==> run_1/final_placement.png <==
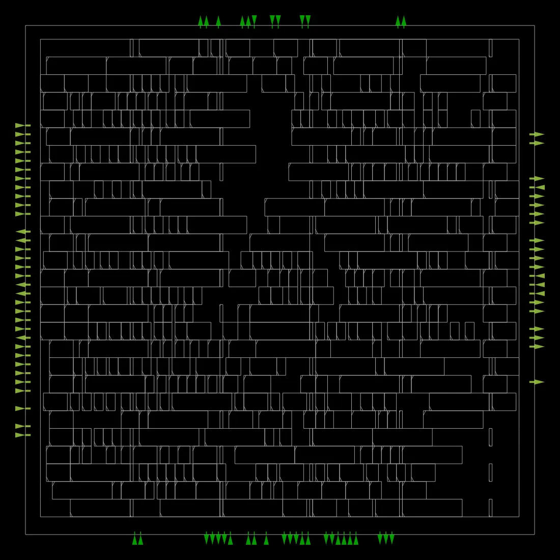
==> run_1/zoom.png <==
Scale bar: 20 um. Region (0, 0) to (50, 50) um. Cells in gray, sequential cells in the stronger gray; small squares are vias.
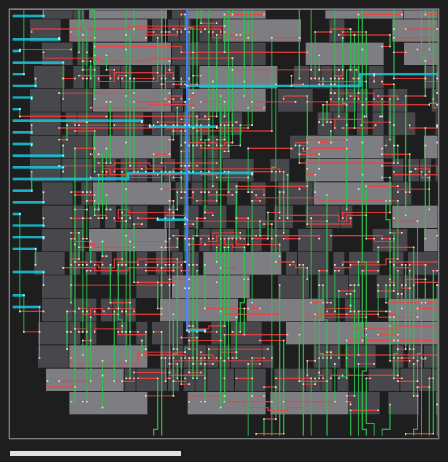
==> run_1/wire_density.png <==
Scale bar: 20 um. The die is cut into 16 by 16 equal tiles; black is low, pale yellow is high, scaled to the fullest tile. Values are wire area over tile area, all layers added.
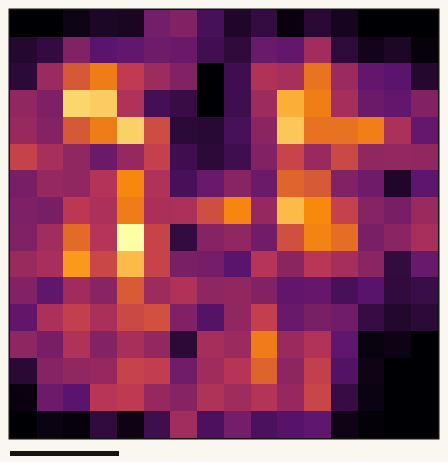
==> run_1/cell_classes.png <==
Fill, decap, tap and diode cells in gray.
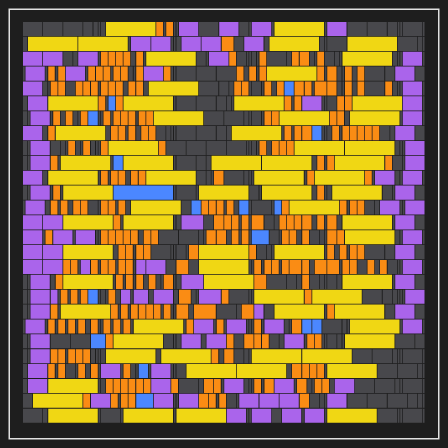
`src/rtl/vram_arbiter.sv`:
```
// Single-port VRAM arbiter: VDG display fetches take priority over CPU req/ack accesses.
// Optional sticky fetch-overwrite flag (vdg_ovf/ovf_clr) is enabled by defining VRAM_OVF_EN.
module vram_arbiter #(
   parameter int unsigned ADDR_W  = 14,
   parameter int unsigned RAM_LAT = 1
) (
   input  logic              clk_10,
   input  logic              reset,
   input  logic              vdg_req,
   input  logic [ADDR_W-1:0] vdg_addr,
   output logic [7:0]        vdg_data,
   output logic              vdg_valid,
   input  logic              cpu_req,
   input  logic              cpu_we,
   input  logic [ADDR_W-1:0] cpu_addr,
   input  logic [7:0]        cpu_wdata,
   output logic [7:0]        cpu_rdata,
   output logic              cpu_ack,
   output logic [ADDR_W-1:0] ram_addr,
   output logic [7:0]        ram_wdata,
   output logic              ram_we,
   input  logic [7:0]        ram_rdata
`ifdef VRAM_OVF_EN
   ,
   input  logic              ovf_clr,
   output logic              vdg_ovf
`endif
);

   typedef enum logic [1:0] {StIdle, StBusy, StDone} state_t;

   localparam logic [1:0] Lat = RAM_LAT[1:0];

   state_t            r_state, w_state;
   logic              r_vdg_pend, w_vdg_pend;
   logic [ADDR_W-1:0] r_vdg_addr, w_vdg_addr;
   logic              r_owner_vdg, w_owner_vdg;
   logic              r_cpu_wr, w_cpu_wr;
   logic [1:0]        r_cnt, w_cnt;
   logic [7:0]        r_cap, w_cap;
   logic [ADDR_W-1:0] r_ram_addr, w_ram_addr;
   logic [7:0]        r_ram_wdata, w_ram_wdata;
   logic              r_ram_we, w_ram_we;
   logic [7:0]        r_vdg_data, w_vdg_data;
   logic              r_vdg_valid, w_vdg_valid;
   logic [7:0]        r_cpu_rdata, w_cpu_rdata;
   logic              r_cpu_ack, w_cpu_ack;

   always_comb begin
      w_state     = r_state;
      w_vdg_pend  = r_vdg_pend;
      w_vdg_addr  = r_vdg_addr;
      w_owner_vdg = r_owner_vdg;
      w_cpu_wr    = r_cpu_wr;
      w_cnt       = r_cnt;
      w_cap       = r_cap;
      w_ram_addr  = r_ram_addr;
      w_ram_wdata = r_ram_wdata;
      w_ram_we    = 1'b0;
      w_vdg_data  = r_vdg_data;
      w_vdg_valid = 1'b0;
      w_cpu_rdata = r_cpu_rdata;
      w_cpu_ack   = 1'b0;

      case (r_state)
         StIdle: begin
            if (r_vdg_pend) begin
               w_ram_addr  = r_vdg_addr;
               w_owner_vdg = 1'b1;
               w_vdg_pend  = 1'b0;
               w_cnt       = 2'd0;
               w_state     = StBusy;
            end else if (cpu_req) begin
               w_ram_addr  = cpu_addr;
               w_ram_wdata = cpu_wdata;
               w_ram_we    = cpu_we;
               w_cpu_wr    = cpu_we;
               w_owner_vdg = 1'b0;
               w_cnt       = 2'd0;
               w_state     = StBusy;
            end
         end
         StBusy: begin
            if (r_cnt == Lat) begin
               w_cap   = ram_rdata;
               w_cnt   = 2'd0;
               w_state = StDone;
            end else begin
               w_cnt = r_cnt + 2'd1;
            end
         end
         StDone: begin
            if (r_owner_vdg) begin
               w_vdg_data  = r_cap;
               w_vdg_valid = 1'b1;
            end else begin
               w_cpu_ack = 1'b1;
               if (!r_cpu_wr) w_cpu_rdata = r_cap;
            end
            w_state = StIdle;
         end
         default: w_state = StIdle;
      endcase

      // A request on the grant edge re-arms the pending flag after the grant cleared it.
      if (vdg_req) begin
         w_vdg_pend = 1'b1;
         w_vdg_addr = vdg_addr;
      end
   end

   always_ff @(posedge clk_10 or posedge reset) begin
      if (reset) begin
         r_state     <= StIdle;
         r_vdg_pend  <= 1'b0;
         r_vdg_addr  <= '0;
         r_owner_vdg <= 1'b0;
         r_cpu_wr    <= 1'b0;
         r_cnt       <= 2'd0;
         r_cap       <= 8'h00;
         r_ram_addr  <= '0;
         r_ram_wdata <= 8'h00;
         r_ram_we    <= 1'b0;
         r_vdg_data  <= 8'h00;
         r_vdg_valid <= 1'b0;
         r_cpu_rdata <= 8'h00;
         r_cpu_ack   <= 1'b0;
      end else begin
         r_state     <= w_state;
         r_vdg_pend  <= w_vdg_pend;
         r_vdg_addr  <= w_vdg_addr;
         r_owner_vdg <= w_owner_vdg;
         r_cpu_wr    <= w_cpu_wr;
         r_cnt       <= w_cnt;
         r_cap       <= w_cap;
         r_ram_addr  <= w_ram_addr;
         r_ram_wdata <= w_ram_wdata;
         r_ram_we    <= w_ram_we;
         r_vdg_data  <= w_vdg_data;
         r_vdg_valid <= w_vdg_valid;
         r_cpu_rdata <= w_cpu_rdata;
         r_cpu_ack   <= w_cpu_ack;
      end
   end

   assign vdg_data  = r_vdg_data;
   assign vdg_valid = r_vdg_valid;
   assign cpu_rdata = r_cpu_rdata;
   assign cpu_ack   = r_cpu_ack;
   assign ram_addr  = r_ram_addr;
   assign ram_wdata = r_ram_wdata;
   assign ram_we    = r_ram_we;

`ifdef VRAM_OVF_EN
   logic r_ovf, w_ovf;

   always_comb begin
      w_ovf = r_ovf;
      if (ovf_clr) w_ovf = 1'b0;
      if (vdg_req && (r_vdg_pend || (r_owner_vdg && (r_state != StIdle)))) w_ovf = 1'b1;
   end

   always_ff @(posedge clk_10 or posedge reset) begin
      if (reset) r_ovf <= 1'b0;
      else       r_ovf <= w_ovf;
   end

   assign vdg_ovf = r_ovf;
`endif

endmodule
```
`config.mk`:
```
export PLATFORM = sky130hd
export DESIGN_NAME = vram_arbiter
export DESIGN_NICKNAME = d
export VERILOG_FILES = /design/src/rtl/vram_arbiter.sv
export SDC_FILE = /design/constraint.sdc
export NUM_CORES = 1
export LEC_CHECK = 0
export ABC_AREA = 1
export CORE_MARGIN = 2
export CORE_UTILIZATION = 52
export CTS_BUF_LIST = sky130_fd_sc_hd__clkbuf_2
export CTS_CLUSTER_DIAMETER = 60
export DETAILED_ROUTE_END_ITERATION = 10
export GPL_TIMING_DRIVEN = 0
export PLACE_DENSITY = 0.88
export SLEW_MARGIN = 10
export SYNTH_ARGS = -nofsm -noshare
export SYNTH_HDL_FRONTEND = slang
export SYNTH_SLANG_ARGS = --single-unit
```
`constraint.sdc`:
```
create_clock -name clk_10 -period 3.75 [get_ports clk_10]
set_input_delay 0.75 -clock clk_10 [delete_from_list [all_inputs] [get_ports clk_10]]
set_output_delay 0.75 -clock clk_10 [all_outputs]
set_load 0.02 [all_outputs]
```
==> results.ini, run 1 <==
[critical_path]
reg2reg_slack_ns=2.50
cp_top_family=buffers and inverters
critical_path_required_ns=3.00
r2r-end=cpu_rdata[3]
critPathKind=register to output port
crit_buf_inv=1
path_cells=clkdlybuf4s50_1
slowest_stage=clkdlybuf4s50_1
r2r_cells=4

[power_and_ir_drop]
combPwrFrac=0.464
switchingPower_uw=1250

[clock_tree]
numCtsBuffers=9
cts-root-buf=clkbuf_2
post_cts_buffers=0
cts_tree=built

[synth]
common_cells=nand2_1, dfrtp_1, nand3_1
fp_nets=392
synth_cells=343
synth-async-reset-ratio=1.00
top_cell=nand2_1
ys_seq_share=0.611
ys_area_um2=2870

[route]
firstDrtPassIters=4
avgRoutedWirePerCell_um=11.9
antenna_left=0
drt-initial-drc-count=121
via_per_inst=4.73

[finish]
drive_above_1_share=0.0826
fin_nets=492

[sta]
fin_skew_ns=0.0223
finalClockPeriodUsage=0.616
min_period_ns=2.31
tightest_slew_ns=0.832
final_max_slew_viol_count=0
setup_tns_ns=0

[status]
status=completed

[global_routing]
grt_max_degree=71
antenna_found_initial=0

[placed_design]
gp_congestion=0.835
io_buffers=89

[min_path]
min_to=r_vdg_addr[1]

[run]
cap_violations=0

-- final_placement.png (at the start) --
non-filler instance count after layout: 520
final core occ: 0.734
row count: 27

-- zoom.png (at the start) --
- met3: cyan
- met2: green
- met1: red
- met4: blue
- cells with their middle in the window: 207
- most frequent: nand2_1 (97), clkdlybuf4s50_1 (38), dfrtp_1 (27)
- sequential cells in the window: 27
- netlist names of flops here include: r_vdg_addr (9), ram_addr (7), ram_wdata (5)

-- wire_density.png (at the start) --
- emptiest ninth of the die: lower right
- mean over tiles: 0.16
- nearly empty tiles: 7.0%
- fullest tile: 0.47
Post-Route WL: 6180 um
All-Layer GR Usage: 0.222

-- cell_classes.png (at the start) --
- other buffers and delay cells: purple (cells 98; share of their area 25%)
- clock drivers and dummy loads: blue (cells 16; share of their area 2.9%)
- flip-flops: yellow (cells 70; share of their area 45%)
- all other logic: orange (cells 264; share of their area 27%)
register share of the cell area: 0.442
core area: 5410 um^2
Design Area, Final: 3970 um^2

-- run 1: metrics by stage --
stage | cell area, um^2 | hold WS [ns] | setup WS [ns] | total power (uW) | instances
after detailed placement | 3850 | 0.458 | 1.78 | 2660 | 504
final | 3970 | 0.493 | 1.44 | 3060 | 520
after global placement | 3850 | 0.453 | 0.220 | 2610 | 504
after global routing | 3970 | 0.518 | 1.32 | 3290 | 520
after CTS | 3970 | 0.497 | 1.40 | 3080 | 520
after floorplan | 2870 | 0.442 | 1.23 | 2040 | 343
-- run 1: area by class of cell --
class,instances,area [um^2]
Timing Repair Buffer,89,891
Multi-Input combinational cell,251,1000
Sequential cell,70,1750
Clock inverter,6,62.6
Inverter,13,53.8
Buffer,9,65.1
Clock buffer,10,50.0
Fill cell,427,1440
Tap cell,72,90.1
-- run 1: kinds of logic after synthesis --
family	synth area share
AOI/OAI and AO/OA	0.00523
and+or+nand+nor	0.344
buffers and inverters	0.0406
DFF	0.611
-- run 1: metal layers --
layer | routed length [um] | share of wire | GRT usage
met1 | 2520 | 0.41 | 0.248
met2 | 3200 | 0.52 | 0.409
met3 | 372 | 0.060 | 0.0540
met4 | 96 | 0.016 | 0.0825
met5 | 0 | 0 | 0
-- run 1: power groups by stage --
stage | Combinational [uW] | Clock [uW] | Sequential (uW)
after floorplan | 591 | 0 | 1450
after global placement | 1390 | 0 | 1220
after detailed placement | 1430 | 0 | 1230
after CTS | 1440 | 428 | 1220
after global routing | 1580 | 460 | 1250
final | 1420 | 419 | 1220
-- run 1: layout by cell type, fill, tap and decap left out, types with 4 or more instances in the layout --
master             n
nand2_1          216
clkbuf_2          10
nor2_2             4
inv_1              8
clkdlybuf4s50_1   89
dfrtp_1           70
buf_2              4
nand2_2            5
nand3_1           20
-- run 1: state kept, by name, indices dropped and copies added (netlist names) --
name,count
r_vdg_addr,14
ram_addr,14
cpu_rdata,8
r_cap,8
ram_wdata,8
vdg_data,8
r_cnt,2
r_state,2
cpu_ack,1
r_cpu_wr,1
r_owner_vdg,1
r_vdg_pend,1
ram_we,1
vdg_valid,1
-- run 1: worst max-delay path by stage --
stage | start | endpoint | slack [ns] | depth (start not counted)
floorplan | reset | cpu_ack | 1.23 | 1
global placement | reset | ram_wdata[1] | 0.22 | 2
detailed placement | cpu_req | ram_wdata[6] | 1.78 | 6
CTS | ram_addr[3] | ram_addr[3] | 1.40 | 1
global route | ram_addr[3] | ram_addr[3] | 1.32 | 1
finish | ram_addr[3] | ram_addr[3] | 1.44 | 1
==> run_1/registers.png <==
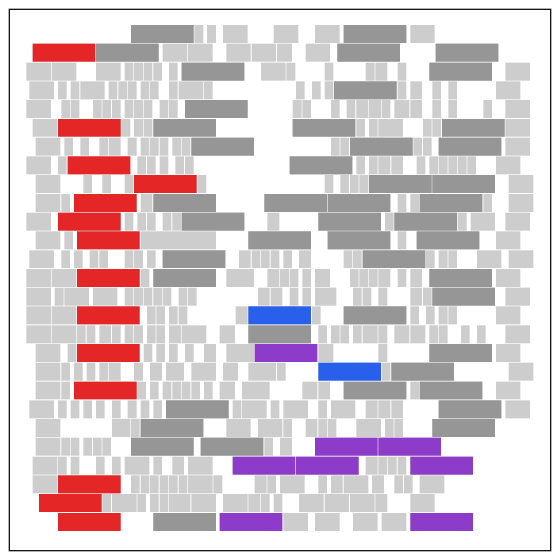

==> inputs of run 2 (changes only) <==
CORE_UTILIZATION = 48   (was 52)
PLACE_DENSITY = 0.82   (was 0.88)
clock period = 2.43 ns   (was 3.75 ns; I/O delays follow)
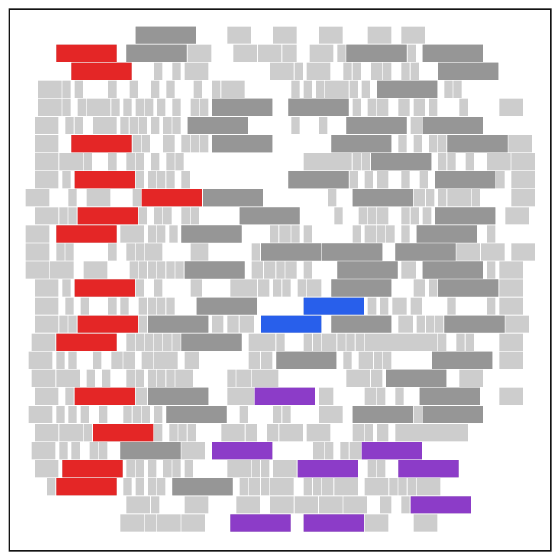
(run_2/registers.png)
- r_vdg_addr: red (sequential cells 14)
- r_state: blue (sequential cells 2)
- ram_wdata: purple (sequential cells 8)
final core occ: 0.685
register share of the cell area: 0.437

==> results.ini, run 2 <==
[critical_path]
critical_path_required_ns=1.94  ; -1.06 ns
r2r_cells=4  ; unchanged
cp.depth=1  ; unchanged
reg2reg_slack_ns=1.20  ; -1.30 ns
r2r-end=cpu_rdata[4]

[status]
status=completed

[clock_tree]
cts-root-buf=clkbuf_2
post_cts_buffers=0  ; unchanged

[placed_design]
place_area_um2=3880  ; +0.62%
gp_congestion=0.789  ; -5.6%

[synth]
fp_nets=392  ; unchanged
ys_seq_share=0.611  ; unchanged
ys_area_um2=2870  ; unchanged
top_cell=nand2_1

[sta]
fin_skew_ns=0.0161  ; -0.00617 ns
finalClockPeriodUsage=0.815
final_max_slew_viol_count=0  ; unchanged

[route]
routed_wl_um=5860  ; -5.3%
firstDrtPassIters=4  ; unchanged

[finish]
fin_area_um2=4010  ; +1.1%
fin_nets=493  ; +0.20%

[floorplanning]
rows=28  ; +3.7%
core-area_um2=5850  ; +8.2%

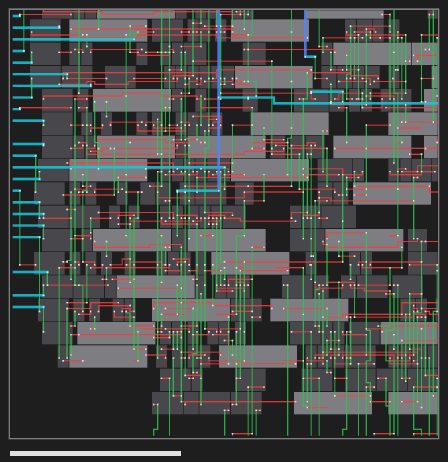
(run_2/zoom.png)
Scale bar: 20 um. Region (0, 0) to (50, 50) um. Cells in gray, sequential cells in the stronger gray; small squares are vias.
- met4: blue
- met3: cyan
- met1: red
- met2: green
- most frequent: nand2_1 (88), clkdlybuf4s50_1 (37), dfrtp_1 (26)
- netlist names of flops here include: r_vdg_addr (8), ram_addr (8), ram_wdata (5)
- cells with their middle in the window: 194
- sequential cells in the window: 26

==> run 2: through the flow <==
step	worst slack, ns	instances	hold WS (ns)	total power [uW]	setup TNS (ns)
global placement	-0.853	507	0.454	4030	-59.59
finish	0.449	524	0.328	4780	0
detailed placement	0.734	508	0.458	4090	0
global route	0.346	524	0.322	5150	0
floorplan	0.176	343	0.442	3150	0
CTS	0.400	524	0.305	4830	0
==> run 2: how the worst max path moves through the flow <==
stage | to | from | slack [ns]
floorplan | cpu_ack | reset | 0.18
global placement | ram_wdata[7] | reset | -0.85
detailed placement | ram_wdata[6] | cpu_req | 0.73
CTS | ram_wdata[6] | ram_wdata[6] | 0.40
global route | ram_addr[0] | ram_addr[0] | 0.35
finish | ram_wdata[6] | ram_wdata[6] | 0.45
==> run 2: kinds of logic (layout without fill, tap and decap cells) <==
logic type | after synthesis | in the layout | share of synthesized area
buffers and inverters | 22 | 128 | 0.0406
AND/OR/NAND/NOR | 248 | 248 | 0.344
AND-OR/OR-AND | 3 | 3 | 0.00523
flip-flops | 70 | 70 | 0.611
==> run 2: routing by layer <==
layer	GRT usage	vias to the layer above	wire length (um)
met5	0	-	0
met4	0.0847	0	74
met3	0.0444	8	311
met2	0.330	65	2900
met1	0.253	1092	2570
li1	-	1250	-
==> run 2: layout make-up <==
cell class / instances / area (um^2)
plain buffers: 9 / 65.1
clock buffers: 9 / 45.0
clock inverters: 7 / 88.8
fillers: 493 / 1840
inverters: 13 / 53.8
multi-input cells: 251 / 1000
flip-flops and latches: 70 / 1750
well taps: 75 / 93.8
repair buffers: 90 / 911
==> run 2: where the power goes <==
part / leakage (uW) / switching (uW) / total, uW / internal [uW]
logic: 0.00115 / 1220 / 2170 / 947
registers: 0.000869 / 270 / 1870 / 1600
clock network: 0.0000753 / 402 / 736 / 333
total: 0.00209 / 1890 / 4780 / 2880
==> run_2/cell_classes.png <==
Fill, decap, tap and diode cells in gray.
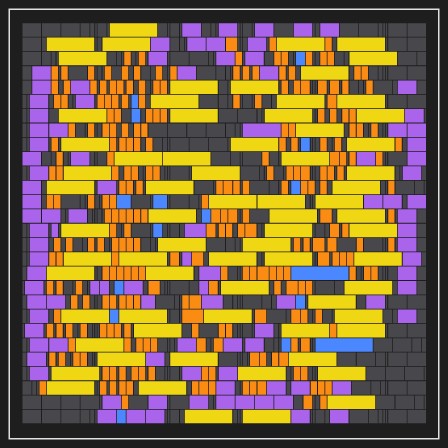

==> inputs of run 3 (changes only) <==
clock period = 2 ns   (was 2.43 ns; I/O delays follow)
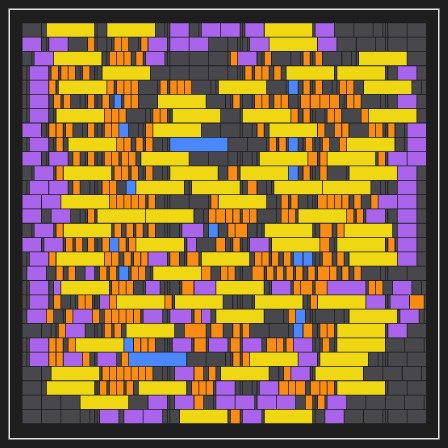
(run_3/cell_classes.png)
Fill, decap, tap and diode cells in gray.
Design Area, Final: 4010 um^2
final core occ: 0.685

==> results.ini, run 3 <==
[synth]
ys_seq_share=0.611  ; unchanged
top_cell=nand2_1
ys_area_um2=2870  ; unchanged
fp_nets=392  ; unchanged

[placed_design]
dp.cells=508  ; unchanged
gp_congestion=0.778  ; -1.4%

[critical_path]
critical_path_required_ns=1.60  ; -0.34 ns

[route]
firstDrtPassIters=4  ; unchanged
routed_wl_um=6250  ; +6.7%
route.detailed.drc=0

[global_routing]
grt_util_all_layers=0.206

[sta]
fin_hold_ws_ns=0.351  ; +0.0227 ns
fin_skew_ns=0.0191  ; +0.00302 ns
final_max_slew_viol_count=0  ; unchanged

[finish]
fin_nets=493  ; unchanged
fillers=504  ; +2.2%

[clock_tree]
cts-root-buf=clkbuf_2
post_cts_buffers=0  ; unchanged

[status]
status=completed

[power_and_ir_drop]
power_uw=5830  ; +22%

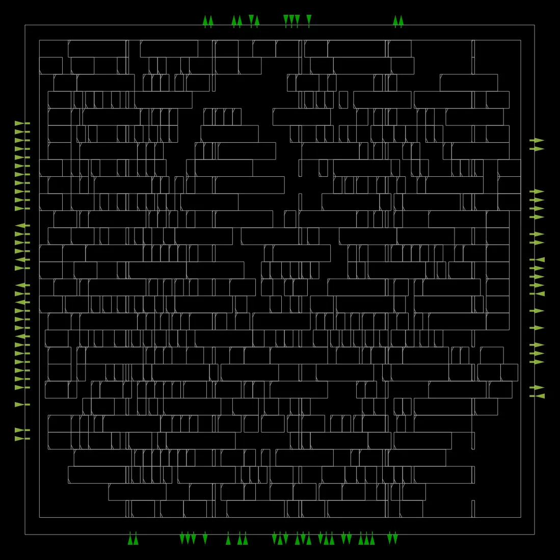
(run_3/final_placement.png)
row count: 28
Tap Count: 75
non-filler instance count after layout: 524
flop count: 70
core area: 5850 um^2

-- run 3: cell counts after synthesis --
No cell type changed its count.
-- run 3: stage by stage --
stage | cell area, um^2 | setup slack (ns) | utilization
floorplan | 2870 | 0.830 | -
CTS | 4010 | 0.0496 | 0.685
global route | 4010 | 0.00299 | 0.685
detailed placement | 3880 | 0.383 | 0.663
finish | 4010 | 0.0701 | 0.685
global placement | 3860 | 0.0363 | 0.659
-- run 3: layer usage --
metal / global-route usage / vias to the layer above / part of all wire
met2: 0.351 / 82 / 0.50
met5: 0 / - / 0
li1: - / 1245 / -
met3: 0.0456 / 14 / 0.058
met4: 0.0983 / 0 / 0.022
met1: 0.246 / 1149 / 0.42
-- run 3: path summary, 6_finish.rpt --
check                                      end            from  cells after the start  slack (ns)
worst min register to register  r_vdg_addr[12]  r_vdg_addr[12]                      2        0.49
worst min-delay path               vdg_data[7]           reset                      2        0.35
max in group asynchronous        r_vdg_addr[7]           reset                      3        1.02
worst max-delay path               ram_addr[8]     ram_addr[8]                      1        0.07
worst max register to register      r_state[0]      r_vdg_pend                      7        0.74
min in group clk_10              r_vdg_addr[3]     vdg_addr[3]                      3        0.43
-- run 3: layout make-up --
class | instances | area (um^2) | share of cell area
Buffer | 9 | 65.1 | 0.0162
Clock buffer | 11 | 55.1 | 0.0137
Clock inverter | 5 | 73.8 | 0.0184
Inverter | 13 | 55.1 | 0.0137
Multi-Input combinational cell | 251 | 1000 | 0.250
Sequential cell | 70 | 1750 | 0.437
Tap cell | 75 | 93.8 | 0.0234
Timing Repair Buffer | 90 | 911 | 0.227
-- run 3: cells by family (layout without fill, tap and decap cells) --
| family | after synthesis | in the layout | synth area share |
|---|---|---|---|
| AOI/OAI and AO/OA | 3 | 3 | 0.00523 |
| DFF | 70 | 70 | 0.611 |
| buffers and inverters | 22 | 128 | 0.0406 |
| and+or+nand+nor | 248 | 248 | 0.344 |
-- run 3: where the power goes --
group          internal [uW]  switching (uW)
Combinational           1150            1500
Clock                    418             472
Sequential              1950             340
Total                   3520            2320
No activity file was given, so power comes from the tool's default toggle rates.
